`src/rtl/smolproc_pkg.sv`:
```
// ============================================================================
// Module      : smolproc_pkg
// Description : Shared types and constants for the smolproc pipeline.
// Revision    : 1.0 - initial release
// ============================================================================
`default_nettype none

package smolproc_pkg;

    typedef enum logic [1:0] {
        DM_PASS  = 2'b00,
        DM_LOAD  = 2'b01,
        DM_STORE = 2'b10,
        DM_RSVD  = 2'b11
    } dm_ctrl_e;

    typedef enum logic [0:0] {
        PORT_IDLE = 1'b0,
        PORT_FULL = 1'b1
    } port_state_e;

    localparam logic [7:0] IO_OUT_ADDR_DEFAULT = 8'hFF;
    localparam logic [7:0] IO_IN_ADDR_DEFAULT  = 8'hFE;

endpackage

`default_nettype wire

```
`src/rtl/data_ram.sv`:
```
// ============================================================================
// Module      : data_ram
// Description : 256x8 data RAM, asynchronous read, synchronous write, no reset.
// Revision    : 1.0 - initial release
// ============================================================================
`default_nettype none

module data_ram #(
    parameter int DEPTH_LOG2 = 8,
    parameter int WIDTH      = 8
) (
    input  logic                  clk_i,
    input  logic                  we_i,
    input  logic [DEPTH_LOG2-1:0] addr_i,
    input  logic [WIDTH-1:0]      wdata_i,
    output logic [WIDTH-1:0]      rdata_o
);

    logic [WIDTH-1:0] mem_q [0:(1<<DEPTH_LOG2)-1];

    always_ff @(posedge clk_i) begin
        if (we_i) begin
            mem_q[addr_i] <= wdata_i;
        end
    end

    assign rdata_o = mem_q[addr_i];

endmodule

`default_nettype wire

```
`src/rtl/memory_stage.sv`:
```
// ============================================================================
// Module      : memory_stage
// Description : Load/store/pass stage with data RAM and a stalling output port.
// Revision    : 1.0 - initial release
// ============================================================================
`default_nettype none

module memory_stage
    import smolproc_pkg::*;
#(
    parameter logic [7:0] ADDR_IO_OUT = IO_OUT_ADDR_DEFAULT,
    parameter logic [7:0] ADDR_IO_IN  = IO_IN_ADDR_DEFAULT
) (
    input  logic       sig_clk,
    input  logic       sig_rst,
    input  logic [7:0] EX_data_result,
    input  logic [7:0] EX_data_reg,
    input  logic [1:0] EX_addr_reg,
    input  logic [1:0] EX_sig_ctrl_DM,
    input  logic       EX_sig_ctrl_RF,
    output logic [7:0] FW_RF_data_wb,
    output logic [1:0] FW_RF_addr_wb,
    output logic       FW_RF_sig_wb,
    output logic       HZ_sig_stall,
    output logic [7:0] IO_data_out,
    output logic       IO_sig_valid,
    input  logic       IO_sig_ready,
    input  logic [7:0] IO_data_in
);

    dm_ctrl_e    dm_ctrl;
    logic        is_load;
    logic        is_store;
    logic        hit_out;
    logic        hit_in;
    logic        port_store;
    logic        port_xfer;
    logic        port_accept;
    logic        ram_we;
    logic [7:0]  ram_rdata;
    logic [7:0]  load_data;

    port_state_e port_state_q, port_state_d;
    logic [7:0]  io_data_q, io_data_d;
    logic [7:0]  wb_data_q, wb_data_d;
    logic [1:0]  wb_addr_q, wb_addr_d;
    logic        wb_en_q, wb_en_d;

    assign dm_ctrl  = dm_ctrl_e'(EX_sig_ctrl_DM);
    assign is_load  = (dm_ctrl == DM_LOAD);
    assign is_store = (dm_ctrl == DM_STORE);
    assign hit_out  = (EX_data_result == ADDR_IO_OUT);
    assign hit_in   = (EX_data_result == ADDR_IO_IN);

    assign port_store   = is_store && hit_out;
    assign IO_sig_valid = (port_state_q == PORT_FULL);
    assign port_xfer    = IO_sig_valid && IO_sig_ready;
    assign HZ_sig_stall = port_store && IO_sig_valid && !IO_sig_ready;
    assign port_accept  = port_store && !HZ_sig_stall;

    // The two port addresses shadow their RAM bytes, so those are never written.
    assign ram_we = is_store && !hit_out && !hit_in && !sig_rst;

    data_ram #(
        .DEPTH_LOG2 (8),
        .WIDTH      (8)
    ) u_data_ram (
        .clk_i   (sig_clk),
        .we_i    (ram_we),
        .addr_i  (EX_data_result),
        .wdata_i (EX_data_reg),
        .rdata_o (ram_rdata)
    );

    always_comb begin
        load_data = ram_rdata;
        if (hit_in) begin
            load_data = IO_data_in;
        end else if (hit_out) begin
            load_data = io_data_q;
        end
    end

    always_comb begin
        port_state_d = port_state_q;
        io_data_d    = io_data_q;
        case (port_state_q)
            PORT_IDLE: if (port_accept) port_state_d = PORT_FULL;
            PORT_FULL: if (port_xfer && !port_accept) port_state_d = PORT_IDLE;
            default:   port_state_d = PORT_IDLE;
        endcase
        if (port_accept) begin
            io_data_d = EX_data_reg;
        end
    end

    always_comb begin
        wb_en_d   = EX_sig_ctrl_RF && !is_store && !HZ_sig_stall;
        wb_addr_d = EX_addr_reg;
        wb_data_d = is_load ? load_data : EX_data_result;
    end

    always_ff @(posedge sig_clk) begin
        if (sig_rst) begin
            port_state_q <= PORT_IDLE;
            io_data_q    <= 8'h00;
            wb_data_q    <= 8'h00;
            wb_addr_q    <= 2'b00;
            wb_en_q      <= 1'b0;
        end else begin
            port_state_q <= port_state_d;
            io_data_q    <= io_data_d;
            wb_data_q    <= wb_data_d;
            wb_addr_q    <= wb_addr_d;
            wb_en_q      <= wb_en_d;
        end
    end

    assign IO_data_out   = io_data_q;
    assign FW_RF_data_wb = wb_data_q;
    assign FW_RF_addr_wb = wb_addr_q;
    assign FW_RF_sig_wb  = wb_en_q;

endmodule

`default_nettype wire

```
`config.mk`:
```
export PLATFORM = sky130hd
export DESIGN_NAME = memory_stage
export DESIGN_NICKNAME = d
export VERILOG_FILES = /design/src/rtl/smolproc_pkg.sv /design/src/rtl/data_ram.sv /design/src/rtl/memory_stage.sv
export SDC_FILE = /design/constraint.sdc
export NUM_CORES = 2
export LEC_CHECK = 0
export ABC_AREA = 1
export CORE_MARGIN = 1
export CORE_UTILIZATION = 50
export DETAILED_ROUTE_END_ITERATION = 10
export GPL_ROUTABILITY_DRIVEN = 0
export PLACE_DENSITY = 0.65
export SLEW_MARGIN = 20
export SYNTH_ARGS = -nofsm -noshare
export SYNTH_HDL_FRONTEND = slang
export SYNTH_SLANG_ARGS = --single-unit
```
`constraint.sdc`:
```
create_clock -name sig_clk -period 3.7 [get_ports sig_clk]
set_input_delay 1.11 -clock sig_clk [delete_from_list [all_inputs] [get_ports sig_clk]]
set_output_delay 1.11 -clock sig_clk [all_outputs]
set_load 0.01 [all_outputs]
```
**PDN straps and rails**

Bar = 100 µm. Pins as bars on the die edge.
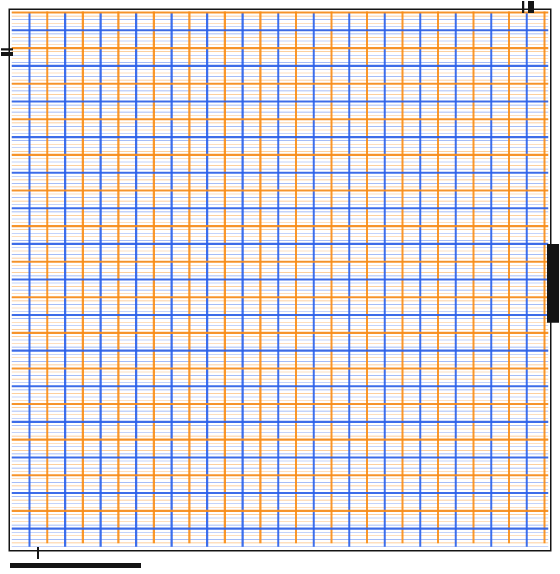
colour	net
orange	VDD
blue	VSS
rows	150
signal pins	53
met5 straps	30
met1 rails	151
core area: 0.1672 mm²
Max VDD drop: 504.2 µV
die width: 412.6 µm
die height: 412.6 µm

**Cell classes on the final placement**

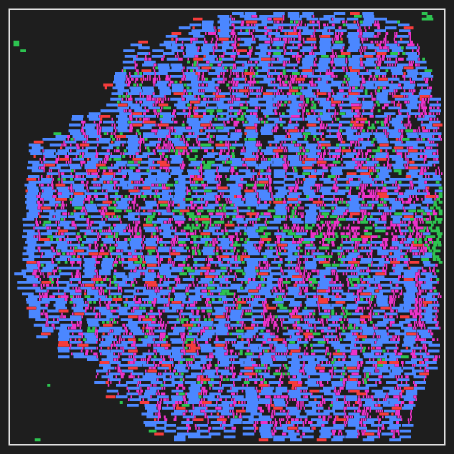
colour	class	cells	share of their area
blue	sequential cells	2,068	64%
red	clock drivers and dummy loads	367	6.4%
green	remaining buffers and delay cells	769	7.6%
magenta	combinational and other logic	5,299	22%
Final Cell Area: 0.09896 mm²
flop share of the area: 0.6255

**Clock distribution**

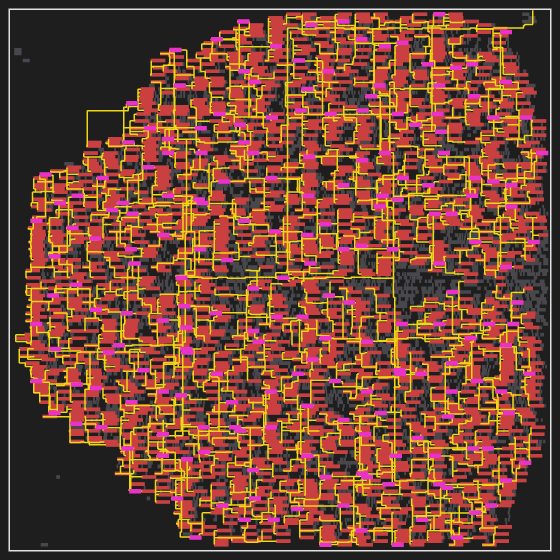
[red] flip-flops | count: 2,068
[magenta] clock drivers | count: 203
[yellow] clock wires | length: 22.5 mm
routed clock nets	204
flops lie	spread over the die
Clock power frac: 0.400
clk ins delay skew pair: 0.84 ns

==> changes_impl.md <==
### Physical design

- Clk buf depth: 3
- HPWL Detailed: 149,100 µm
- Fillers: 13,502
- CTS Buf Count: 203
- Antenna Nets Post-Route: 0
- Top_reg_cell synth: edfxtp_1
- Clock skew: 0.03709 ns
- Cycle use final: 0.9768
- Register area share after synthesis: 0.7341
- Synth Instances: 7,750
- Via density: 5.441
- RR Startpoint: u_data_ram.mem_q[29][7]
- Tool warning count: 26
- Vias: 58,276
- 1st-iter DRT viols: 6,731
- Hold WC Path Type: register to register
- Leakage: 0.03895 µW
- Synth cell types: 25
- CTS Sinks: 2,068
- Status: finished, final reports clean
- Chip Area, Yosys: 0.08432 mm²
- DRC viols: 0
- Min-delay src: IO_data_out[3]
- CP max stage delay: 0.51 ns
- Yosys warns: 0
- Die footprint: 0.1703 mm²
- Mapped cell area: 0.08432 mm²
- Mean Syn Cell Area: 10.88 µm²
- CP Class: input port to primary output
- Worst endpoint data arrival time: 2.50 ns
- DP Worst Slack: -0.5441 ns
- Top cell area share: 0.7294
- Dominant cell type by area after synthesis: edfxtp_1
- Max-slew headroom: 0.4064
- Worst reg-to-reg setup slack: 1.28 ns
- Crit path max-delay family: buffers and inverters
- Total chip power: 48,400 µW
- Initial antenna violation count: 9
**Wiring by layer**

Bar = 100 µm.
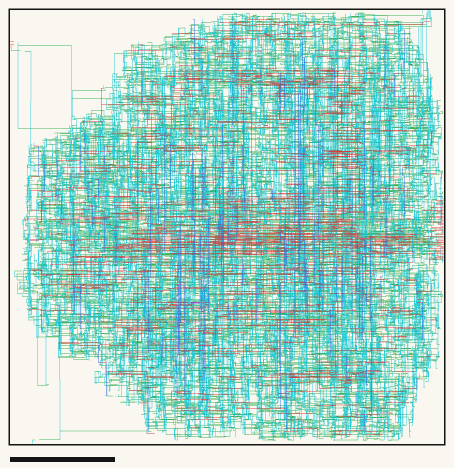
colour	layer	wire length
cyan	metal 2	110 mm
blue	metal 4	8,820 µm
red	metal 3	23.0 mm
green	metal 1	95.7 mm
purple	metal 5	7.40 µm
Routed WL: 237,800 µm
wire length per cell: 22.20 µm

**Routing congestion**

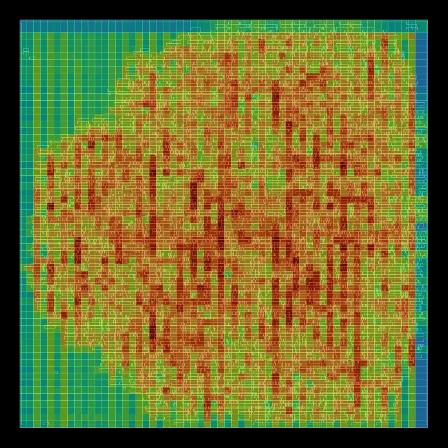
total track usage: 0.2788
met1 Track Usage GR: 0.3863

metrics by stage:
step	hold WS (ns)	util	TNS, ns	cell area [µm²]
2_1_floorplan	0.5190	-	0	84370
3_5_place_dp	0.4979	0.5549	-114.99	92780
4_1_cts	0.5072	0.5918	0	98950
6_report	0.5072	0.5918	0	98960
5_1_grt	0.5463	0.5917	0	98950
3_3_place_gp	0.4912	0.5549	-155.94	92780
tightest hold or removal path, cell delays in order (launching register included):
cell     delay, ns
dfxtp_1       0.32
nor2_1        0.10
nor2_1        0.05
cell usage in the layout (no fill, tap or decap), types with 5 or more instances in the layout:
cell type,instances
clkdlybuf4s50_1,36
inv_1,32
clkbuf_16,206
o21ai_0,125
buf_12,109
nor2_1,540
nor2_4,10
conb_1,16
dfxtp_1,20
nand2_2,24
clkinv_1,44
bufinv_16,5
nand2_1,4187
clkinvlp_4,11
clkinv_2,26
a21oi_1,87
inv_6,6
a22oi_1,12
buf_8,10
o21bai_1,6
edfxtp_1,2048
buf_4,608
o21ai_1,7
clkbuf_1,59
nand3_1,143
nand4_1,92
worst max path at each step:
stage / start / end / cells past startpoint
after floorplan: EX_data_result[1] / HZ_sig_stall / 9
after global placement: EX_data_result[6] / HZ_sig_stall / 10
after detailed placement: EX_data_result[7] / HZ_sig_stall / 10
after CTS: EX_data_result[4] / HZ_sig_stall / 10
after global routing: EX_data_result[3] / HZ_sig_stall / 10
final: EX_data_result[3] / HZ_sig_stall / 10
cell families after synthesis:
group	count (synthesis)	synth area share
DFF	2068	0.7341
buffers and inverters	439	0.02262
and+or+nand+nor	5005	0.2286
other	1	0.00004448
AOI/OAI and AO/OA	237	0.01460
power breakdown:
group,leakage (µW),internal [µW],switching [µW]
Combinational,0.0174,938,2310
Sequential,0.0186,25800,9.93
Clock,0.00297,10700,8710
Total,0.0389,37400,11000
routing by layer:
layer / GRT usage / wire (µm) / up-vias
li1: - / - / 26925
met1: 0.3863 / 95650 / 28101
met2: 0.4377 / 110300 / 2797
met3: 0.05328 / 23010 / 451
met4: 0.1069 / 8816 / 2
met5: 0 / 7 / -
area by class of cell:
class | instances | area [µm²] | share of cell area
well taps | 2204 | 2758 | 0.02787
inverters | 41 | 178.9 | 0.001808
flip-flops and latches | 2068 | 61900 | 0.6255
diodes | 3 | 7.507 | 0.00007586
multi-input cells | 5258 | 20660 | 0.2088
repair buffers | 769 | 7310 | 0.07386
clock inverters | 98 | 713.2 | 0.007207
clock buffers | 269 | 5431 | 0.05489
sequential cells by signal, indices dropped and copies added, names as in the netlist:
register and cells:
u_data_ram.mem_q 2048, FW_RF_data_wb 8, IO_data_out 8, FW_RF_addr_wb 2
FW_RF_sig_wb 1, IO_sig_valid 1
repair_timing:
item                       in CTS  in global routing
setup endpoints to repair       1                  1
resized                        16                  2
setup buffers                   1                  0
pin swaps                       2                  2
cloned                          0                  0
Power and IR drop assume default switching activity.
